**src/rtl/esp_uart_rx_ctrl.sv**
```systemverilog
// rtl/esp_uart_rx_ctrl.sv - UART receive FIFO with sticky line status and RTS-style flow control
//
// Buffers bytes from the UART receiver in a first-word-fall-through FIFO,
// records overrun / framing-error / break events as sticky flags and throttles
// the sender through rx_ready with high/low water-mark hysteresis.
//
// Ports:
//   clk, rst          clock; asynchronous active-high reset
//   rx_data/rx_valid  byte and one-cycle strobe from the receiver
//   rx_framing_error  framing-error level from the receiver
//   rx_break          break level from the receiver
//   rd_data/rd_valid  FIFO head byte and not-empty indication
//   rd_ack            pop the head (ignored when empty)
//   flush             empty the FIFO at the next edge
//   status_clr        clear all sticky flags at the next edge
//   fifo_count        current occupancy
//   overrun, framing_err, break_det   sticky status
//   break_pulse       one-cycle pulse per break onset
//   rx_ready          flow control to the sender, 1 = may send
module esp_uart_rx_ctrl #(
  parameter int DEPTH_LOG2     = 4,
  parameter int HIGH_WATER     = 12,
  parameter int LOW_WATER      = 4,
  parameter int FLUSH_ON_BREAK = 1
) (
  input  logic                  clk,
  input  logic                  rst,
  input  logic [7:0]            rx_data,
  input  logic                  rx_valid,
  input  logic                  rx_framing_error,
  input  logic                  rx_break,
  output logic [7:0]            rd_data,
  output logic                  rd_valid,
  input  logic                  rd_ack,
  input  logic                  flush,
  input  logic                  status_clr,
  output logic [DEPTH_LOG2:0]   fifo_count,
  output logic                  overrun,
  output logic                  framing_err,
  output logic                  break_det,
  output logic                  break_pulse,
  output logic                  rx_ready
);

  localparam int CW    = DEPTH_LOG2 + 1;
  localparam int DEPTH = 1 << DEPTH_LOG2;
  localparam logic [CW-1:0] DEPTH_C = CW'(DEPTH);
  localparam logic [CW-1:0] HW_C    = CW'(HIGH_WATER);
  localparam logic [CW-1:0] LW_C    = CW'(LOW_WATER);

  logic [7:0]            mem [DEPTH];
  logic [DEPTH_LOG2-1:0] wr_ptr_q, wr_ptr_d;
  logic [DEPTH_LOG2-1:0] rd_ptr_q, rd_ptr_d;
  logic [CW-1:0]         count_q, count_d;
  logic                  rx_ready_q, rx_ready_d;
  logic                  overrun_q, overrun_d;
  logic                  framing_q, framing_d;
  logic                  break_det_q, break_det_d;
  logic                  break_pulse_q;
  logic                  fe_dly_q, brk_dly_q;

  logic fe_rise, brk_rise, do_flush, pop, push, drop;

  assign fe_rise  = rx_framing_error & ~fe_dly_q;
  assign brk_rise = rx_break & ~brk_dly_q;
  // A break onset empties the FIFO with the same precedence as the flush strobe.
  assign do_flush = flush | ((FLUSH_ON_BREAK != 0) & brk_rise);
  assign pop      = rd_ack & (count_q != '0);
  // A pop in the same cycle frees the slot, so a full FIFO can still accept.
  assign push     = rx_valid & ((count_q != DEPTH_C) | pop);
  // Bytes arriving during a flush are discarded silently, not counted as overrun.
  assign drop     = rx_valid & ~push & ~do_flush;

  always_comb begin
    wr_ptr_d = wr_ptr_q;
    rd_ptr_d = rd_ptr_q;
    count_d  = count_q;
    if (do_flush) begin
      wr_ptr_d = '0;
      rd_ptr_d = '0;
      count_d  = '0;
    end else begin
      if (push) wr_ptr_d = wr_ptr_q + 1'b1;
      if (pop)  rd_ptr_d = rd_ptr_q + 1'b1;
      case ({push, pop})
        2'b10:   count_d = count_q + 1'b1;
        2'b01:   count_d = count_q - 1'b1;
        default: count_d = count_q;
      endcase
    end
  end

  // Hysteresis on the post-update occupancy; between the marks the last value holds.
  always_comb begin
    rx_ready_d = rx_ready_q;
    if (count_d >= HW_C)      rx_ready_d = 1'b0;
    else if (count_d <= LW_C) rx_ready_d = 1'b1;
  end

  // Set wins over a same-cycle clear.
  always_comb begin
    overrun_d   = drop     | (overrun_q   & ~status_clr);
    framing_d   = fe_rise  | (framing_q   & ~status_clr);
    break_det_d = brk_rise | (break_det_q & ~status_clr);
  end

  always_ff @(posedge clk or posedge rst) begin
    if (rst) begin
      wr_ptr_q      <= '0;
      rd_ptr_q      <= '0;
      count_q       <= '0;
      rx_ready_q    <= 1'b1;
      overrun_q     <= 1'b0;
      framing_q     <= 1'b0;
      break_det_q   <= 1'b0;
      break_pulse_q <= 1'b0;
      fe_dly_q      <= 1'b0;
      brk_dly_q     <= 1'b0;
    end else begin
      wr_ptr_q      <= wr_ptr_d;
      rd_ptr_q      <= rd_ptr_d;
      count_q       <= count_d;
      rx_ready_q    <= rx_ready_d;
      overrun_q     <= overrun_d;
      framing_q     <= framing_d;
      break_det_q   <= break_det_d;
      break_pulse_q <= brk_rise;
      fe_dly_q      <= rx_framing_error;
      brk_dly_q     <= rx_break;
    end
  end

  // Storage carries no reset; the head is masked to zero while empty.
  always_ff @(posedge clk) begin
    if (push && !do_flush) mem[wr_ptr_q] <= rx_data;
  end

  assign rd_valid    = (count_q != '0);
  assign rd_data     = rd_valid ? mem[rd_ptr_q] : 8'h00;
  assign fifo_count  = count_q;
  assign overrun     = overrun_q;
  assign framing_err = framing_q;
  assign break_det   = break_det_q;
  assign break_pulse = break_pulse_q;
  assign rx_ready    = rx_ready_q;

endmodule

```
**config.mk**
```make
export PLATFORM = sky130hd
export DESIGN_NAME = esp_uart_rx_ctrl
export DESIGN_NICKNAME = d
export VERILOG_FILES = /design/src/rtl/esp_uart_rx_ctrl.sv
export SDC_FILE = /design/constraint.sdc
export NUM_CORES = 1
export LEC_CHECK = 0
export ABC_AREA = 1
export CAP_MARGIN = 5
export CORE_AREA = 2 2 132 134
export DETAILED_ROUTE_END_ITERATION = 16
export DIE_AREA = 0 0 134 136
export GPL_ROUTABILITY_DRIVEN = 0
export GPL_TIMING_DRIVEN = 1
export SYNTH_ARGS = -nofsm -noshare
export SYNTH_HDL_FRONTEND = slang
export SYNTH_SLANG_ARGS = --single-unit
```
**constraint.sdc**
```tcl
create_clock -name clk -period 4 [get_ports clk]
set_input_delay 1.2 -clock clk [delete_from_list [all_inputs] [get_ports clk]]
set_output_delay 1.2 -clock clk [all_outputs]
set_load 0.02 [all_outputs]
```
==> reports/qor.rpt <==
====================================================================================
Result of the run                                                       finished, final reports clean
Design Area, Final                                                       0.00753 mm²
Detailed route wirelength on metal3                                           912 µm
Fmax                                                                       0.259 GHz
Commonest cells post-synth                                              128 x edfxtp_1, 101 x nor2_1, 69 x o21ai_0
Global-route wire length before repair                                      23800 µm
Highest metal used                                                              met4
Post-Route Utilization                                                         0.446
Worst reg2reg path depth                                                          15
Pre-CTS worst setup slack                                                   0.485 ns
Routed WL                                                                   15100 µm
Count of cell types in the netlist                                                36
Via count                                                                       4198
Cell family contributing the most delay on the critical path            buffers and inverters
CTS HTree Levels                                                                   4
Setup bufs post-CTS                                                                0
Post-layout period usage                                                       0.965
Post-route worst setup slack                                                0.140 ns
Most frequently placed logic cell in the final layout                       edfxtp_1
Global routing met3 resource utilization                                      0.0414
Floorplan Core Area                                                       0.0169 mm²
TritonCTS clock tree                                                             yes
Internal power consumption                                                 0.00289 W
Invs w/o clock                                                                    31
Path class of the lowest-slack min-delay path                           flop to flop
Netlist area before placement                                            0.00623 mm²
Cell depth of the worst min-delay path                                             1
IO Port Bufs                                                                      34
Instance tally after logic synthesis                                             509
Total cells reported by yosys after synthesis                                    509
Peak supply drop                                                          0.000317 V
Net count after synthesis                                                        534
Clock Latency Late Sink                                                      0.43 ns
Pins Over Slew Limit                                                               0
Number of nets with antenna violations after detailed routing                      0
Number of multi-input combinational cells                                        305
Worst path required time                                                     2.80 ns
Final hold viol count                                                              0
Final Non-Filler Cells                                                           801
Initial DRT Pass Iterations                                                        5
Total negative slack                                                            0 ns
M1 wire length                                                               6920 µm
Total global routing track utilization                                         0.178
Top fanout value on the critical path                                             29
Total placed cells including tap cells                                           769
Hold Crit Endpoint                                                       framing_err
Power after layout                                                         0.00391 W
Synth flops                                                                      148
Number of buffers inserted for hold repair after clock tree synthesis              0
Count of library flops with an enable pin                                        128
Post-layout minimum cycle time                                               3.86 ns
Diode insertion count for antenna repair                                           0
HPWL after detailed placement                                                9650 µm
Average vias per placed instance                                                5.24
Final Setup Violations                                                             0
CTS Buffer Depth                                                                   2
Number of clock sinks                                                            148
Worst setup path startpoint                                              rd_ptr_q[0]
DRC marker count from the first detailed-route iteration                         477
Worst Path Class, Setup                                                 flop to output pin
Net load switching power                                                   0.00101 W
Layout overhead on the synthesized area                                        21.0%
Number of antenna violations at the first check in global routing                  0
Top logic cells by instance count in the layout                         128 x edfxtp_1, 101 x nor2_1, 69 x o21ai_0, 29 x nand2_1, 28 x clkdlybuf4s50_1
Total Die Area                                                            0.0182 mm²
Chip width                                                                    134 µm
Levels on crit path                                                                9
Cell with the largest stage delay on the worst path                     clkdlybuf4s50_1
Root cell of the clock tree                                                clkbuf_16
Sw frac                                                                        0.260
CP bufs+invs                                                                       3
Tally of max-capacitance violations                                                0
I/O pin count                                                                     35
Top cells by area                                                       edfxtp_1 62%, dfrtp_1 7.6%, nor2_1 6.1%
Detailed-routed wire length on met2                                          6930 µm
Worst Max-Slew Pin Slew                                                     0.829 ns
Power share of the combinational group                                         0.146
Non-Clock Buffer Area Fraction                                                0.0762
Max stage delay on crit path                                                 0.63 ns
Largest area contributor in the synthesized netlist                         edfxtp_1
Share of final layout cell area taken by clock buffers and inverters          0.0782
Cell area reported after detailed placement                              0.00691 mm²
Number of logged tool warnings                                                    29
Mean post-synth cell area                                                   12.2 µm²
Nonclk buf count                                                                  60
CP Cell Sequence                                                        inv_2, buf_6, nor2_1, o22ai_1, nor2_1, nor2_1, o21ai_1, a21oi_1, clkdlybuf4s50_1
Category of the worst setup path capture point                            output pin
Number of remaining DRC errors                                                     0
Slew HR                                                                        0.447
Fraction of layout instances using a drive strength above 1                    0.132
Reg power frac                                                                 0.445
Register-to-register setup slack                                             1.51 ns
Reg-to-reg critical path endpoint                                           rx_ready
Tally of clock buffers in the finished layout                                     18
PwrDens                                                                   519 mW/mm²
Critical Path AT                                                             2.66 ns
Global routing's busiest layer                                                  met2
Largest reg by FF count                                                          mem
Critical Path Most Common Cell                                                nor2_1
Number of buffers created by CTS                                                  17
Via count of the first global-routing pass                                      4207
Fraction of registers with async set/reset                                     0.135
====================================================================================
kinds of logic after synthesis:
kind of cell | count (synthesis) | share of synthesized area
AOI/OAI and AO/OA | 130 | 0.121
buffers and inverters | 56 | 0.0420
adders and majority gates | 9 | 0.0193
DFF | 148 | 0.698
xor gates and xnor gates | 1 | 0.00141
and+or+nand+nor | 165 | 0.119
power by group through the flow:
stage / clock (W) / combinational (W) / sequential, W
after detailed placement: 0 / 0.000573 / 0.00177
after floorplan: 0 / 0.000351 / 0.00177
after global placement: 0 / 0.000562 / 0.00177
final: 0.00160 / 0.000572 / 0.00174
after CTS: 0.00162 / 0.000577 / 0.00174
after global routing: 0.00170 / 0.000629 / 0.00174
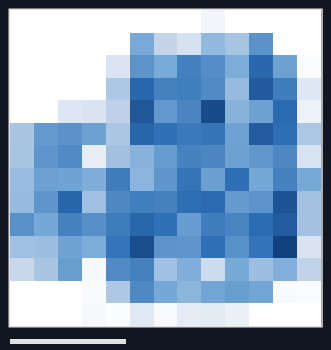
Fig. 1. Local utilization.
Scale bar: 50 µm. 13 x 14 tiles, from white (low) to dark blue (high), 0 to 100% covered.
densest ninth of the die: center
emptiest ninth of the die: north-west
fullest tile: 93%
tiles over 75% full: 9.3%
mean over tiles: 40%
nearly empty tiles: 21%

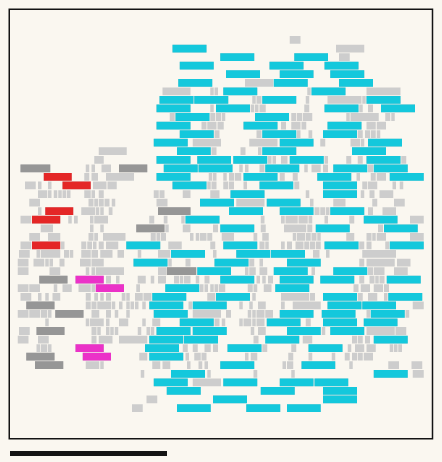
Fig. 2. Sequential cells colored by netlist name.
Scale bar: 50 µm.
legend:
  cyan:
    signal: mem
    sequential_cells: 128
  magenta:
    signal: wr_ptr_q
    sequential_cells: 4
    where: south-west
  red:
    signal: fifo_count
    sequential_cells: 5
    where: west
not colored: 11
sequential power: 0.00174 W
footprint of the flip-flops and latches: 0.00435 mm²
proportion of cell area occupied by registers: 0.578

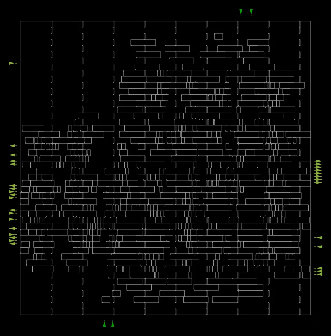
Fig. 3. Cell placement.
filler instances: 1520
count of standard-cell rows: 48
number of well taps: 225
final sequential cell count: 148

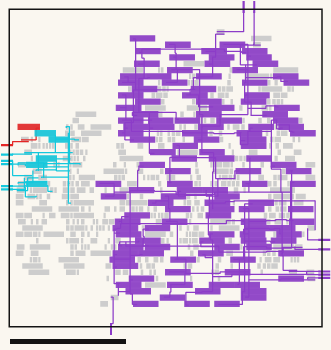
Fig. 4. Wires at chosen ports, followed through buffers.
Scale bar: 50 µm.
legend:
  purple:
    port: rx_data
    bits: 8
    direction: input
    edge: 5 east, 2 north, 1 south
    end_cells: 128
    buffers: 8
    wire: 1950 µm
  cyan:
    port: fifo_count
    bits: 5
    direction: output
    edge: west
    end_cells: 5
    buffers: 5
    wire: 275 µm
  red:
    port: rx_ready
    bits: 1
    direction: output
    edge: west
    end_cells: 1
    buffers: 1
    wire: 22.0 µm

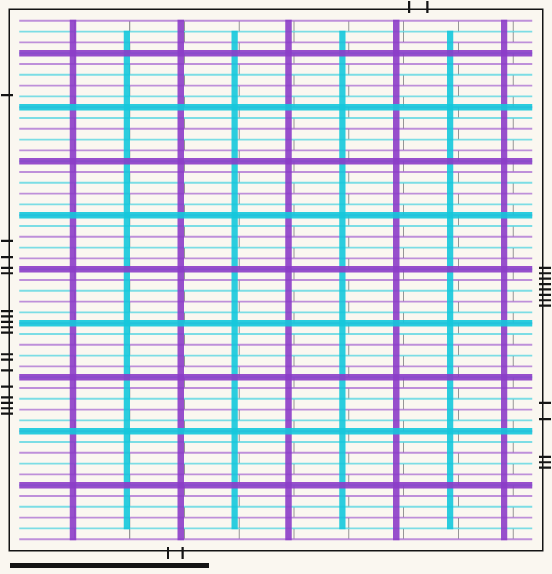
Fig. 5. Power grid.
Scale bar: 50 µm. Pins as bars on the die edge. Tap cells in gray.
legend:
  cyan:
    net: VDD
  purple:
    net: VSS
rows: 48
tap cells: 225
met4 straps: 9
met5 straps: 9

Power is estimated from default activity; no workload was simulated.
